## src/rtl/predictor_update_scheduler_if.sv

```systemverilog
`default_nettype none
// +----------------------------------------------------------------------------+
// | Module   : predictor_update_scheduler_if                                   |
// | Purpose  : Bundles the lookup, resolve and table-command signals of the    |
// |            tournament-predictor update scheduler.                          |
// |   master : fetch/execute side (drives requests and resolved branches)      |
// |   slave  : scheduler side (grants, path history, table commands)           |
// | Signals  : LookupReq/LookupGnt      - fetch table-read arbitration          |
// |            ResolveValid/ResolveReady/ResolveIdx/BranchTaken/LPresult/      |
// |            GPresult                 - resolved-branch handshake            |
// |            PHresult                 - non-speculative path history         |
// |            TableIdx/TableRd/GWrite/GTaken/CWrite/CTowardGlobal            |
// |                                     - registered table command             |
// |            Pending                  - FIFO occupancy                       |
// | Revision : 1.0 - initial release                                           |
// +----------------------------------------------------------------------------+
interface predictor_update_scheduler_if #(
   parameter int HIST  = 12,
   parameter int DEPTH = 4
);
   localparam int CW = $clog2(DEPTH) + 1;

   logic            LookupReq;
   logic            LookupGnt;
   logic            ResolveValid;
   logic            ResolveReady;
   logic [HIST-1:0] ResolveIdx;
   logic            BranchTaken;
   logic            LPresult;
   logic            GPresult;
   logic [HIST-1:0] PHresult;
   logic [HIST-1:0] TableIdx;
   logic            TableRd;
   logic            GWrite;
   logic            GTaken;
   logic            CWrite;
   logic            CTowardGlobal;
   logic [CW-1:0]   Pending;

   modport master (
      output LookupReq, ResolveValid, ResolveIdx, BranchTaken, LPresult, GPresult,
      input  LookupGnt, ResolveReady, PHresult, TableIdx, TableRd, GWrite, GTaken,
             CWrite, CTowardGlobal, Pending
   );

   modport slave (
      input  LookupReq, ResolveValid, ResolveIdx, BranchTaken, LPresult, GPresult,
      output LookupGnt, ResolveReady, PHresult, TableIdx, TableRd, GWrite, GTaken,
             CWrite, CTowardGlobal, Pending
   );
endinterface
`default_nettype wire

```

## src/rtl/predictor_update_scheduler.sv

```systemverilog
`default_nettype none
// +----------------------------------------------------------------------------+
// | Module   : predictor_update_scheduler                                      |
// | Purpose  : Shares the single-ported global (GP) and choice (CP) counter    |
// |            tables between fetch lookups and resolved-branch training.      |
// |            Resolved branches queue in a small FIFO and drain into cycles   |
// |            fetch does not use; a starve counter bounds update latency.     |
// |            GP is always trained, CP only when LP and GP disagreed.         |
// |            Also owns the non-speculative path history register.            |
// | Ports    : clock - rising-edge clock                                       |
// |            reset - asynchronous active-low reset                           |
// |            bus   - predictor_update_scheduler_if.slave (all other I/O)     |
// | Revision : 1.0 - initial release                                           |
// +----------------------------------------------------------------------------+
module predictor_update_scheduler #(
   parameter int HIST   = 12,
   parameter int DEPTH  = 4,
   parameter int STARVE = 8
) (
   input  logic                               clock,
   input  logic                               reset,
   predictor_update_scheduler_if.slave        bus
);

   localparam int PW = $clog2(DEPTH);
   localparam int CW = PW + 1;
   localparam int SW = $clog2(STARVE + 1);

   localparam logic [CW-1:0] c_full   = CW'(DEPTH);
   localparam logic [SW-1:0] c_starve = SW'(STARVE);

   // Command FSM: the state is the table command currently on the outputs.
   localparam logic [1:0] c_st_idle = 2'd0;
   localparam logic [1:0] c_st_look = 2'd1;
   localparam logic [1:0] c_st_upd  = 2'd2;

   // Pending-update FIFO storage
   logic [HIST-1:0]  r_idx_mem [DEPTH];
   logic [DEPTH-1:0] r_tk_mem;
   logic [DEPTH-1:0] r_lp_mem;
   logic [DEPTH-1:0] r_gp_mem;
   logic [PW-1:0]    r_wr_ptr;
   logic [PW-1:0]    r_rd_ptr;
   logic [CW-1:0]    r_count;

   logic [SW-1:0]    r_starve;
   logic [HIST-1:0]  r_ph;

   logic [1:0]       r_state;
   logic [1:0]       w_next_state;
   logic [HIST-1:0]  r_cmd_idx;
   logic             r_cmd_tk;
   logic             r_cmd_cw;
   logic             r_cmd_ctg;

   logic             w_busy;
   logic             w_full;
   logic             w_ready;
   logic             w_upd;
   logic             w_look;
   logic             w_enq;
   logic [HIST-1:0]  w_head_idx;
   logic             w_head_tk;
   logic             w_head_lp;
   logic             w_head_gp;

   // ---------------------------------------------------------------- arbitration
   // Decisions use only the registered count, so an entry written this cycle
   // cannot be popped before the next one.
   assign w_busy  = (r_count != '0);
   assign w_full  = (r_count == c_full);
   assign w_ready = (r_count < c_full);
   assign w_upd   = w_busy & (~bus.LookupReq | w_full | (r_starve == c_starve));
   assign w_look  = bus.LookupReq & ~w_upd;
   assign w_enq   = bus.ResolveValid & w_ready;

   assign w_head_idx = r_idx_mem[r_rd_ptr];
   assign w_head_tk  = r_tk_mem[r_rd_ptr];
   assign w_head_lp  = r_lp_mem[r_rd_ptr];
   assign w_head_gp  = r_gp_mem[r_rd_ptr];

   // The grant is combinational; masking it with reset keeps every output
   // except ResolveReady at 0 while reset is held.
   assign bus.LookupGnt    = w_look & reset;
   assign bus.ResolveReady = w_ready;
   assign bus.Pending      = r_count;
   assign bus.PHresult     = r_ph;

   // ---------------------------------------------------------------- FIFO data
   // Contents need no reset: occupancy alone decides what is valid.
   always_ff @(posedge clock) begin
      if (w_enq) begin
         r_idx_mem[r_wr_ptr] <= bus.ResolveIdx;
         r_tk_mem[r_wr_ptr]  <= bus.BranchTaken;
         r_lp_mem[r_wr_ptr]  <= bus.LPresult;
         r_gp_mem[r_wr_ptr]  <= bus.GPresult;
      end
   end

   // ------------------------------------------- FIFO control, history, starve
   always_ff @(posedge clock or negedge reset) begin
      if (!reset) begin
         r_wr_ptr <= '0;
         r_rd_ptr <= '0;
         r_count  <= '0;
         r_starve <= '0;
         r_ph     <= '0;
      end else begin
         if (w_enq) begin
            r_wr_ptr <= r_wr_ptr + PW'(1);
            r_ph     <= {r_ph[HIST-2:0], bus.BranchTaken};
         end
         if (w_upd) begin
            r_rd_ptr <= r_rd_ptr + PW'(1);
         end
         case ({w_enq, w_upd})
            2'b10:   r_count <= r_count + CW'(1);
            2'b01:   r_count <= r_count - CW'(1);
            default: r_count <= r_count;
         endcase
         // Counts lookups granted over a waiting update; saturates so the
         // forced update is held until it actually issues.
         if (!w_busy || w_upd) begin
            r_starve <= '0;
         end else if (w_look && (r_starve != c_starve)) begin
            r_starve <= r_starve + SW'(1);
         end
      end
   end

   // ---------------------------------------------------------------- FSM state
   always_ff @(posedge clock or negedge reset) begin
      if (!reset) begin
         r_state <= c_st_idle;
      end else begin
         r_state <= w_next_state;
      end
   end

   // Command payload captured alongside the state transition.
   always_ff @(posedge clock or negedge reset) begin
      if (!reset) begin
         r_cmd_idx <= '0;
         r_cmd_tk  <= 1'b0;
         r_cmd_cw  <= 1'b0;
         r_cmd_ctg <= 1'b0;
      end else begin
         r_cmd_idx <= '0;
         r_cmd_tk  <= 1'b0;
         r_cmd_cw  <= 1'b0;
         r_cmd_ctg <= 1'b0;
         if (w_look) begin
            r_cmd_idx <= r_ph;
         end else if (w_upd) begin
            r_cmd_idx <= w_head_idx;
            r_cmd_tk  <= w_head_tk;
            r_cmd_cw  <= w_head_lp ^ w_head_gp;
            r_cmd_ctg <= ~(w_head_gp ^ w_head_tk);
         end
      end
   end

   // ----------------------------------------------------------- FSM next state
   always_comb begin
      w_next_state = c_st_idle;
      if (w_look) begin
         w_next_state = c_st_look;
      end else if (w_upd) begin
         w_next_state = c_st_upd;
      end
   end

   // -------------------------------------------------------------- FSM outputs
   always_comb begin
      bus.TableIdx      = '0;
      bus.TableRd       = 1'b0;
      bus.GWrite        = 1'b0;
      bus.GTaken        = 1'b0;
      bus.CWrite        = 1'b0;
      bus.CTowardGlobal = 1'b0;
      case (r_state)
         c_st_look: begin
            bus.TableIdx = r_cmd_idx;
            bus.TableRd  = 1'b1;
         end
         c_st_upd: begin
            bus.TableIdx      = r_cmd_idx;
            bus.GWrite        = 1'b1;
            bus.GTaken        = r_cmd_tk;
            bus.CWrite        = r_cmd_cw;
            bus.CTowardGlobal = r_cmd_ctg;
         end
         default: begin
         end
      endcase
   end

endmodule
`default_nettype wire

```

## src/flat_wrapper.sv

```systemverilog
// flat-port wrapper written by rule: the top's interface ports become plain ports
module predictor_update_scheduler_flat 
#(
   parameter int HIST   = 12,
   parameter int DEPTH  = 4,
   parameter int STARVE = 8
)
  (clock, reset, bus_LookupReq, bus_ResolveValid, bus_ResolveIdx, bus_BranchTaken, bus_LPresult, bus_GPresult, bus_LookupGnt, bus_ResolveReady, bus_PHresult, bus_TableIdx, bus_TableRd, bus_GWrite, bus_GTaken, bus_CWrite, bus_CTowardGlobal, bus_Pending);
  predictor_update_scheduler_if #(.HIST(HIST), .DEPTH(DEPTH)) bus_i ();
  input  logic clock;
  input  logic reset;
  input wire logic [$bits(bus_i.LookupReq)-1:0] bus_LookupReq;
  input wire logic [$bits(bus_i.ResolveValid)-1:0] bus_ResolveValid;
  input wire logic [$bits(bus_i.ResolveIdx)-1:0] bus_ResolveIdx;
  input wire logic [$bits(bus_i.BranchTaken)-1:0] bus_BranchTaken;
  input wire logic [$bits(bus_i.LPresult)-1:0] bus_LPresult;
  input wire logic [$bits(bus_i.GPresult)-1:0] bus_GPresult;
  output wire logic [$bits(bus_i.LookupGnt)-1:0] bus_LookupGnt;
  output wire logic [$bits(bus_i.ResolveReady)-1:0] bus_ResolveReady;
  output wire logic [$bits(bus_i.PHresult)-1:0] bus_PHresult;
  output wire logic [$bits(bus_i.TableIdx)-1:0] bus_TableIdx;
  output wire logic [$bits(bus_i.TableRd)-1:0] bus_TableRd;
  output wire logic [$bits(bus_i.GWrite)-1:0] bus_GWrite;
  output wire logic [$bits(bus_i.GTaken)-1:0] bus_GTaken;
  output wire logic [$bits(bus_i.CWrite)-1:0] bus_CWrite;
  output wire logic [$bits(bus_i.CTowardGlobal)-1:0] bus_CTowardGlobal;
  output wire logic [$bits(bus_i.Pending)-1:0] bus_Pending;
  assign bus_i.LookupReq = bus_LookupReq;
  assign bus_i.ResolveValid = bus_ResolveValid;
  assign bus_i.ResolveIdx = bus_ResolveIdx;
  assign bus_i.BranchTaken = bus_BranchTaken;
  assign bus_i.LPresult = bus_LPresult;
  assign bus_i.GPresult = bus_GPresult;
  assign bus_LookupGnt = bus_i.LookupGnt;
  assign bus_ResolveReady = bus_i.ResolveReady;
  assign bus_PHresult = bus_i.PHresult;
  assign bus_TableIdx = bus_i.TableIdx;
  assign bus_TableRd = bus_i.TableRd;
  assign bus_GWrite = bus_i.GWrite;
  assign bus_GTaken = bus_i.GTaken;
  assign bus_CWrite = bus_i.CWrite;
  assign bus_CTowardGlobal = bus_i.CTowardGlobal;
  assign bus_Pending = bus_i.Pending;
  predictor_update_scheduler #(.HIST(HIST), .DEPTH(DEPTH), .STARVE(STARVE)) u_core (.clock(clock), .reset(reset), .bus(bus_i));
endmodule
```

## config.mk

```make
export PLATFORM = sky130hd
export DESIGN_NAME = predictor_update_scheduler_flat
export DESIGN_NICKNAME = d
export VERILOG_FILES = /design/src/rtl/predictor_update_scheduler_if.sv /design/src/rtl/predictor_update_scheduler.sv /design/src/flat_wrapper.sv
export SDC_FILE = /design/constraint.sdc
export NUM_CORES = 1
export LEC_CHECK = 0
export ABC_AREA = 1
export CAP_MARGIN = 10
export CORE_UTILIZATION = 59
export DETAILED_ROUTE_END_ITERATION = 6
export PLACE_DENSITY_LB_ADDON = 0.08
export SLEW_MARGIN = 20
export SYNTH_ARGS = -nofsm -noshare
export SYNTH_HDL_FRONTEND = slang
export SYNTH_SLANG_ARGS = --single-unit
```

## constraint.sdc

```tcl
create_clock -name clock -period 4.6 [get_ports clock]
set_input_delay 1.15 -clock clock [delete_from_list [all_inputs] [get_ports clock]]
set_output_delay 1.15 -clock clock [all_outputs]
set_load 0.02 [all_outputs]
```

Run 1, M1 wires:
(4 px per µm) Cells faint in the background.
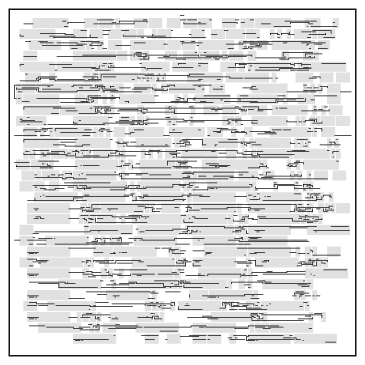
wire length on this layer = 3,360 µm
share of all routed wire = 45%
longest straight run = 51.1 µm

Run 1, the metal 2 layer:
(6 px per µm)
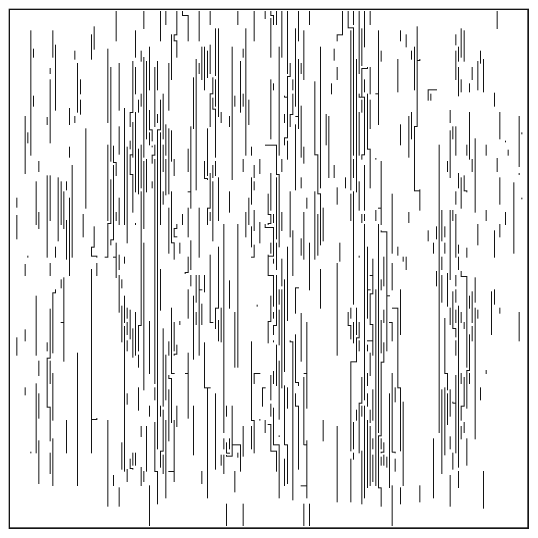
main direction = vertical
longest straight run = 53.2 µm
share of all routed wire = 49%
wire length on this layer = 3,700 µm

Run 1, met3 routing:
(3 px per µm) Cells faint in the background.
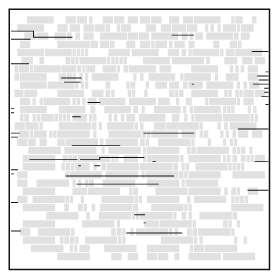
longest straight run = 35.9 µm
nets with wire on the layer = 31

==> run notes, run 1 <==
The report shows a maximum critical-path fanout of 19. Number of levels the H-tree was split into: 3. By instance count after routing, the leading logic cell type is nor2_1.

The largest family of logic cells by area is simple AND/OR/NAND/NOR gates. In the final layout, multi-input gates take up 22.8% of the cell area. The final power report lists total power as 3.38 mW. The category of the most critical setup path is primary input to primary output.

The net count after synthesis is 411. Per the detail_route report, DRC violations left total 0. Timing startpoint of the critical path: bus_LookupReq. The total congestion overflow after global routing came out at 0. The synthesized netlist contains 24 unique library cells. The worst clock skew on the final layout is 0.00706 ns, and the synthesized-area fraction occupied by ao, oa, aoi and oai cells is 3.70%. Once layout is complete, the utilization of the core stands at 73.5%. Total global-route track usage over all layers is 23.1%. Pin placement for this block handled 53 I/O pins.

Cell depth of the worst hold path: 1. The die is 86.3 µm wide. The path type of the worst min-delay path is flop to flop. After layout, the buffer instance count without clock buffers stands at 59. The logs give 0.00280 mm² for the flip-flop and latch area and 2.14 nW for the leakage component of the power. The synthesis-to-layout area growth works out to 19.8%. In this build the clock could be raised as far as 247 MHz. Of the post-synthesis cell area, the dominant cell type holds 43.0%. OpenSTA lists the critical path endpoint as bus_LookupGnt. For reference, full adder, half adder and majority cells occupy 3.17% of the area reported after synthesis. The number of standard cells reported by yosys was 382.

Looking at the global route congestion table, the highest-usage layer is met2. Slowest library cell on the worst path: clkdlybuf4s50_1. Per the layout report, the design carries 38 non-clock inverters. The worst-margin pin slew was 1.07 ns. Cell type with the highest aggregate area in the netlist: edfxtp_1. The area fraction in and, or, nand and nor cells after synthesis is 16.3%.

The kind of capture point of the worst setup path was a primary output. The critical path runs through a total of 7 cells. The launch instance of the worst register-to-register path was u_core.r_starve[0]. The post-synthesis chip area from yosys was 0.00419 mm²; the final sum of negative setup slack was 0 ns. The number of nets in the layout is 465. According to the floorplan report, the placeable core area is 0.00683 mm². HPWL after detailed placement: 4.83 mm. The design has 100 sequential cells.

Entering global routing, the biggest net connects 41 pins. The OpenROAD warning count was 31. In the final layout, non-clock buffers account for 11.3% of the cell area. Detailed routing placed a total of 3.70 mm of wire on met2. The setup slack of the critical path after layout is 0.557 ns.

According to the timing report, the arrival time at the worst endpoint equals 2.89 ns. Critical path's top delay family: buffers and inverters. The synthesized netlist devotes 1.46% of its cell area to XOR and XNOR gates.

The ratio of final minimum period to clock period works out to 87.9%. Looking at the hold checks, the worst path lands on u_core.r_starve[0]. Per the run summary, max-cap violations total 0. The routed design has 7.49 mm of wire.

Summing all multiplexer cells gives an area fraction of 2.69%. Ranked by total cell area, the synthesized netlist is headed by edfxtp_1 (43%), dfrtp_1 (24%), nor2_1 (6.9%). The netlist area before placement came out at 0.00419 mm².

For the clock tree buffer count of the final layout, the log shows 10. The tools report the global-route wire length before repair as 12.6 mm. The pre-antenna-repair detailed-routing pass consisted of 4 iterations. The met1 global-route usage was 30.8%; the count of multi-input combinational gates was 228. The flip-flop and latch count after synthesis came out at 100.

Ranking logic cells in the layout by count gives the top entries nor2_1 (77), nand2_1 (68), edfxtp_1 (60), clkdlybuf4s50_1 (51), dfrtp_1 (40). The total setup violations reported at the end of the flow was 0; the yosys synthesis warning count was 0. The clock-pin slew on the worst setup and hold paths is 0.09 ns, and the number of standard cells after synthesis is 382.

The flip-flop count of the largest register after layout was 48. During placement, the flow inserted port buffers numbering 52. The final max-slew violation count came out at 0. The chip occupies 0.00744 mm². The run finished with clean final reports. For the worst flop-to-flop path, the logic depth is 12. The required time at the endpoint of the critical path is 3.45 ns. In this run the critical register-to-register path is captured at u_core.bus.Pending[2]. The critical path's most frequent cell is clkdlybuf4s50_1. From bottom edge to top edge, the die measures 86.3 µm. Looking at the VDD voltage map, the peak drop is 0.476 mV. Count of final hold-check violations: 0. Per the post-route antenna check, the number of violating nets is 0. The final weighted congestion of routability-driven global placement is 0.740.

Setup repair after global routing left no endpoint under its margin. In the final layout, the share of cells above drive strength 1 is 8.84%. In the global route stage, met3 resource usage came out at 3.52%.

The total CTS buffers is 9. During tapcell insertion the tool placed 96 well taps. The final layout report lists a filler cell count of 493. In this run the critical path is formed by clkdlybuf4s50_1, inv_2, nor2_2, nand2_2, nand2_4, and3_1, clkdlybuf4s50_1. The sequential portion of the cell area works out to 55.8%. The number of global-route vias before repair came out at 2,585. The number of DRC markers after the initial detailed-route iteration was 133. The logs give 0 for the number of antenna diodes and 0 for the post-CTS setup repair buffer count.

Clock tree buffers and inverters occupy 4.76% of the routed design's cell area. The report lists the power per cell area as 674 mW/mm². The worst setup path is launched from a primary input. After detailed placement, the design holds a cell count of 521. Per Yosys stat, the portion of area used by sequential elements is 66.9%.

In this run the cell area measured after placement is 0.00478 mm². The number of gates given a new drive strength after cts was 0. STA on the placed design reports a worst setup slack of 0.552 ns.

TritonCTS built the clock tree. After detailed routing, the average wire length per cell comes to 13.9 µm. Startpoint of the lowest-slack hold path: u_core.r_starve[0]. The report lists the number of standard-cell rows as 30. Per the post-run analysis, buffers plus inverters along the critical path come to 3. The tools report the floorplan utilization as 61.3%. After detailed routing, the wire length on met1 is 3.36 mm.

Dividing the detail-routed via count by the number of cells gives 4.98. The timing report gives the biggest stage delay along the critical path as 0.59 ns. The biggest slice of the area belongs to flip-flops and latches.

For the worst-skew pair, the clock arrives at the later sink with an insertion delay of 0.36 ns. The number of antenna violations at the first check in global routing was 0; the shortest period the worst path allows was 4.04 ns. The non-filler instance count after layout was 537. The uppermost signal routing layer after detailed routing was met4. The normalized max-slew margin is 28.4%.

The run gives 100 for the clock net sink count. The deepest clock path buffer count was 2; the multi-input logic area was 0.00114 mm². The average footprint of a synthesized cell is 11.0 µm², and the number of hold buffers added after CTS is 0. Final hold analysis gives a worst-case slack of 0.499 ns.
## run 1: cells in the mapped netlist
cell / instances
buf_6: 2
nor2_2: 1
xnor2_1: 3
nor2_1: 77
and3_1: 1
ha_1: 9
inv_1: 35
fa_1: 1
nand2_2: 1
nand2_4: 1
nand2_1: 68
o21ai_0: 28
buf_4: 3
xor2_1: 4
clkbuf_1: 3
inv_2: 2
nand3b_1: 1
buf_2: 8
inv_4: 1
edfxtp_1: 60
a21oi_1: 3
mux2_2: 10
dfrtp_1: 40
nand3_1: 20
## run 1: power by group
part	switching, mW	internal (mW)
sequential	0.185	1.20
combinational	0.794	0.555
clock	0.289	0.362
total	1.27	2.11
==> inputs of run 2 (changes only) <==
--- a/config.mk
+++ b/config.mk
@@ -7,7 +7,9 @@
 export LEC_CHECK = 0
 export ABC_AREA = 1
 export CAP_MARGIN = 10
-export CORE_UTILIZATION = 59
+export CELL_PAD_IN_SITES_DETAIL_PLACEMENT = 2
+export CELL_PAD_IN_SITES_GLOBAL_PLACEMENT = 2
+export CORE_UTILIZATION = 39
 export DETAILED_ROUTE_END_ITERATION = 6
 export PLACE_DENSITY_LB_ADDON = 0.08
 export SLEW_MARGIN = 20
Run 2, routing congestion map:
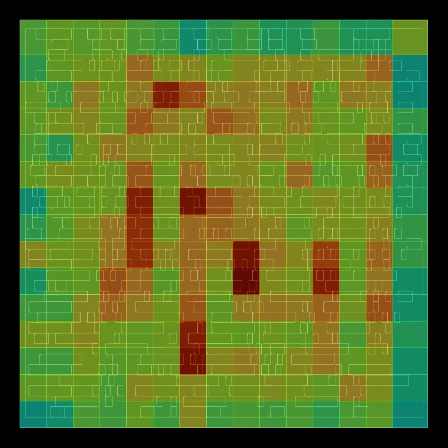
busiest grt layer: met2
routed len/inst: 18.5 µm
Core Util, Final: 48.8%

Run 2, met3 routing:
(2 px per µm) Cells faint in the background.
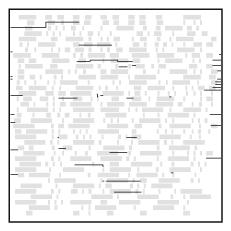
number of vias in the routed layout: 2,837
met3 global-route usage: 2.72%
post-detailed-routing wire length: 10.7 mm

==> run 2 against run 1 <==
Net effect: die size grew 50%; clock power shrank 2%; sequential share of layout area shrank 0.43 points; first-iteration DRC count grew 9.0%; critical endpoint unchanged.
==> run notes, run 2 <==
The path class of the tightest hold or removal check is flop to flop. In this run the number of H-tree levels came out at 3. The share of flip-flops with an asynchronous set or reset was 40.0%; the HPWL after detailed placement was 7.10 mm. IR analysis of the VDD net gives a maximum drop of 0.264 mV.

The worst setup path is captured at a primary output. TritonCTS built the clock tree. Uppermost signal routing layer after detailed routing: met4. The power report lists the sequential group at 1.40 mW. In this run the power density over the cells is 690 mW/mm².

After synthesis, the cell types taking the most area are edfxtp_1 (43%), dfrtp_1 (24%), nor2_1 (6.9%). Cell internal power was estimated by the tool at 2.07 mW. Excluding fillers, the count of instances in the completed layout stands at 577. The area fraction in and, or, nand and nor cells after synthesis was 16.3%. The cell type with the highest aggregate area in the netlist is edfxtp_1. Relative to the synthesized area, the layout overhead comes to 20.8%.

Entering global routing, the biggest net connects 41 pins. The post-route total power is 3.49 mW. Listed in order, past its start point the critical path passes clkdlybuf4s50_1, inv_2, nor2_2, nand2_2, nand2_4, and3_1, clkdlybuf4s50_1. The tools report the yosys synthesis warning count as 0. Predominant post-synthesis flop cell: edfxtp_1.

The first global-routing pass estimated 17.4 mm of wire. The run gives 19 for the maximum fanout count along the critical path. The finished design was reported to have a net count of 465.

In the CTS report, the clock slew at the register clock pins of the worst setup and hold paths is listed as 0.10 ns. The required time at the worst endpoint is listed as 3.45 ns. The analysis attributes to cell leakage a power of 2.13 nW. The run gives 40.8% for the switching share of total power.

The run gives 0 as the count of final hold-check violations. The clock network power is 0.635 mW, and the clock latency on the worst-skew pair is 0.37 ns. The first detailed-routing pass took 4 iterations. Startpoint kind of the worst setup timing path: a primary input. The detailed-routed wire length on met2 was 5.74 mm; the buffer-and-inverter tally for the worst setup path was 3. For this run, global-route usage on met1 was measured as 25.4%. For the final sum of negative setup slack, the log shows 0 ns.

The clock net sink count is 100. Max-cap violations in this run came to 0. Counting stages on the worst path, the most repeated cell is clkdlybuf4s50_1.

0 antenna diodes ended up in the layout. TritonRoute reported its final design rule violation total as 0. The register with the most flip-flops in the layout has 48 of them.

Per the final report, max-transition violations number 0. The synthesized netlist devotes 3.17% of its cell area to adder and majority cells. Looking at the max-slew report, the worst-margin pin has a slew of 0.786 ns. Area fraction in xor and xnor cells: 1.46%. Slowest library cell on the worst path: clkdlybuf4s50_1. The final timing report derives a shortest allowable period of 4.10 ns.

Setup repair after global routing left no endpoint under its margin. The total area inside the core boundary comes to 0.0104 mm². Cells with a size suffix above 1 make up 9.30% of the layout. The run finished with clean final reports. Nets still carrying antenna violations after routing amount to 0.

The commonest cells after synthesis are nor2_1 (77), nand2_1 (68), edfxtp_1 (60). The netlist uses 24 different library cells. The number of gates given a new drive strength after cts is 0, and the number of placed cells counting well taps is 561.

The number of global-route vias before repair was 3,325; the normalized max-slew margin was 47.6%. The number of DRC markers after the initial detailed-route iteration was 145. Post-CTS timing repair inserted 0 buffers for setup. The last timing report of the flow puts the setup violation total at 0. Ranked by power, first place goes to combinational logic. The floorplan utilization was 40.4%. The dominant logic cell type in the layout was nor2_1.

Multiplexer cells account for 2.69% of the synthesized area. Once synthesis finished, the tally of register bits stood at 100. Summed over its instances, the top area cell type makes up 43.0% of the synthesized netlist area.

The largest family of logic cells by area was simple AND/OR/NAND/NOR gates. The power report puts the net switching power at 1.42 mW. The logs give 411 for the net count after synthesis and 0.517 ns for the tightest hold margin. Before any placement, the netlist area is recorded as 0.00419 mm². Signal arrival time at the worst endpoint: 2.95 ns.

The OpenROAD warning count works out to 31. The ratio of final minimum period to clock period was 89.2%. The die covers 0.0112 mm². According to the floorplan report, the die width is 106 µm. The number of hold buffers added after CTS was 0.

The logs give 18.2% for the portion of total power attributed to the clock network and 0 for the total congestion overflow after global routing. Buffers inserted during clock tree synthesis total 9. At the placement stage, the worst setup path has a slack of 0.494 ns. The script logs the ratio of routed vias to standard cells as 4.92. After technology mapping, the gate count stands at 382.

In this run the core area contains 37 standard-cell rows. The total combinational power came out at 1.45 mW. The deepest clock path buffer count is 2, and the die boundary height is 106 µm. Summing the sequential cell areas from Yosys gives 66.9% of the chip area.

In the setup report, the worst path falls into the class primary input to primary output. The top cell types in the final layout, fill and taps aside, are nor2_1 (77), nand2_1 (68), edfxtp_1 (60), clkdlybuf4s50_1 (51), dfrtp_1 (39). After detailed placement, the total cell area comes to 0.00483 mm².

The number of standard cells reported by yosys was 382. For reference, the post-synthesis area per instance comes to 11.0 µm². The achievable frequency was 244 MHz.

Summing the areas of all compound-gate instances in the mapped netlist gives 3.70% of the synthesized area. Combinational logic is responsible for 41.6% of the overall power. Sequential cells burn 40.2% of the power. According to the I/O placement log, the pin count is 53. The final weighted congestion of routability-driven global placement was 0.707; the worst clock skew on the final layout was 0.0158 ns. Library cell with the highest instance count after synthesis: nor2_1.
[run 2: cell counts after synthesis]
Identical to the previous run, type by type.
[run 2: final timing paths]
check,start,to,slack [ns],depth (start not counted)
worst max-delay path,bus_LookupReq,bus_LookupGnt,0.50,7
worst min-delay path,u_core.r_starve[0],u_core.r_starve[0],0.52,1
worst max register to register,u_core.r_starve[0],u_core.bus.Pending[2],2.06,12
worst min register to register,u_core.r_starve[0],u_core.r_starve[0],0.52,1
max in group asynchronous,reset,u_core.r_rd_ptr[0],3.35,2
min in group asynchronous,reset,u_core.r_cmd_cw,0.87,2
[run 2: final cells by class]
type	instances	area, µm²
Clock buffer	9	124
Sequential cell	100	2800
Inverter	38	145
Multi-Input combinational cell	228	1140
Timing Repair Buffer	59	568
Clock inverter	7	105
Tap cell	136	170
Fill cell	1057	5310
Power is estimated from default activity; no workload was simulated.
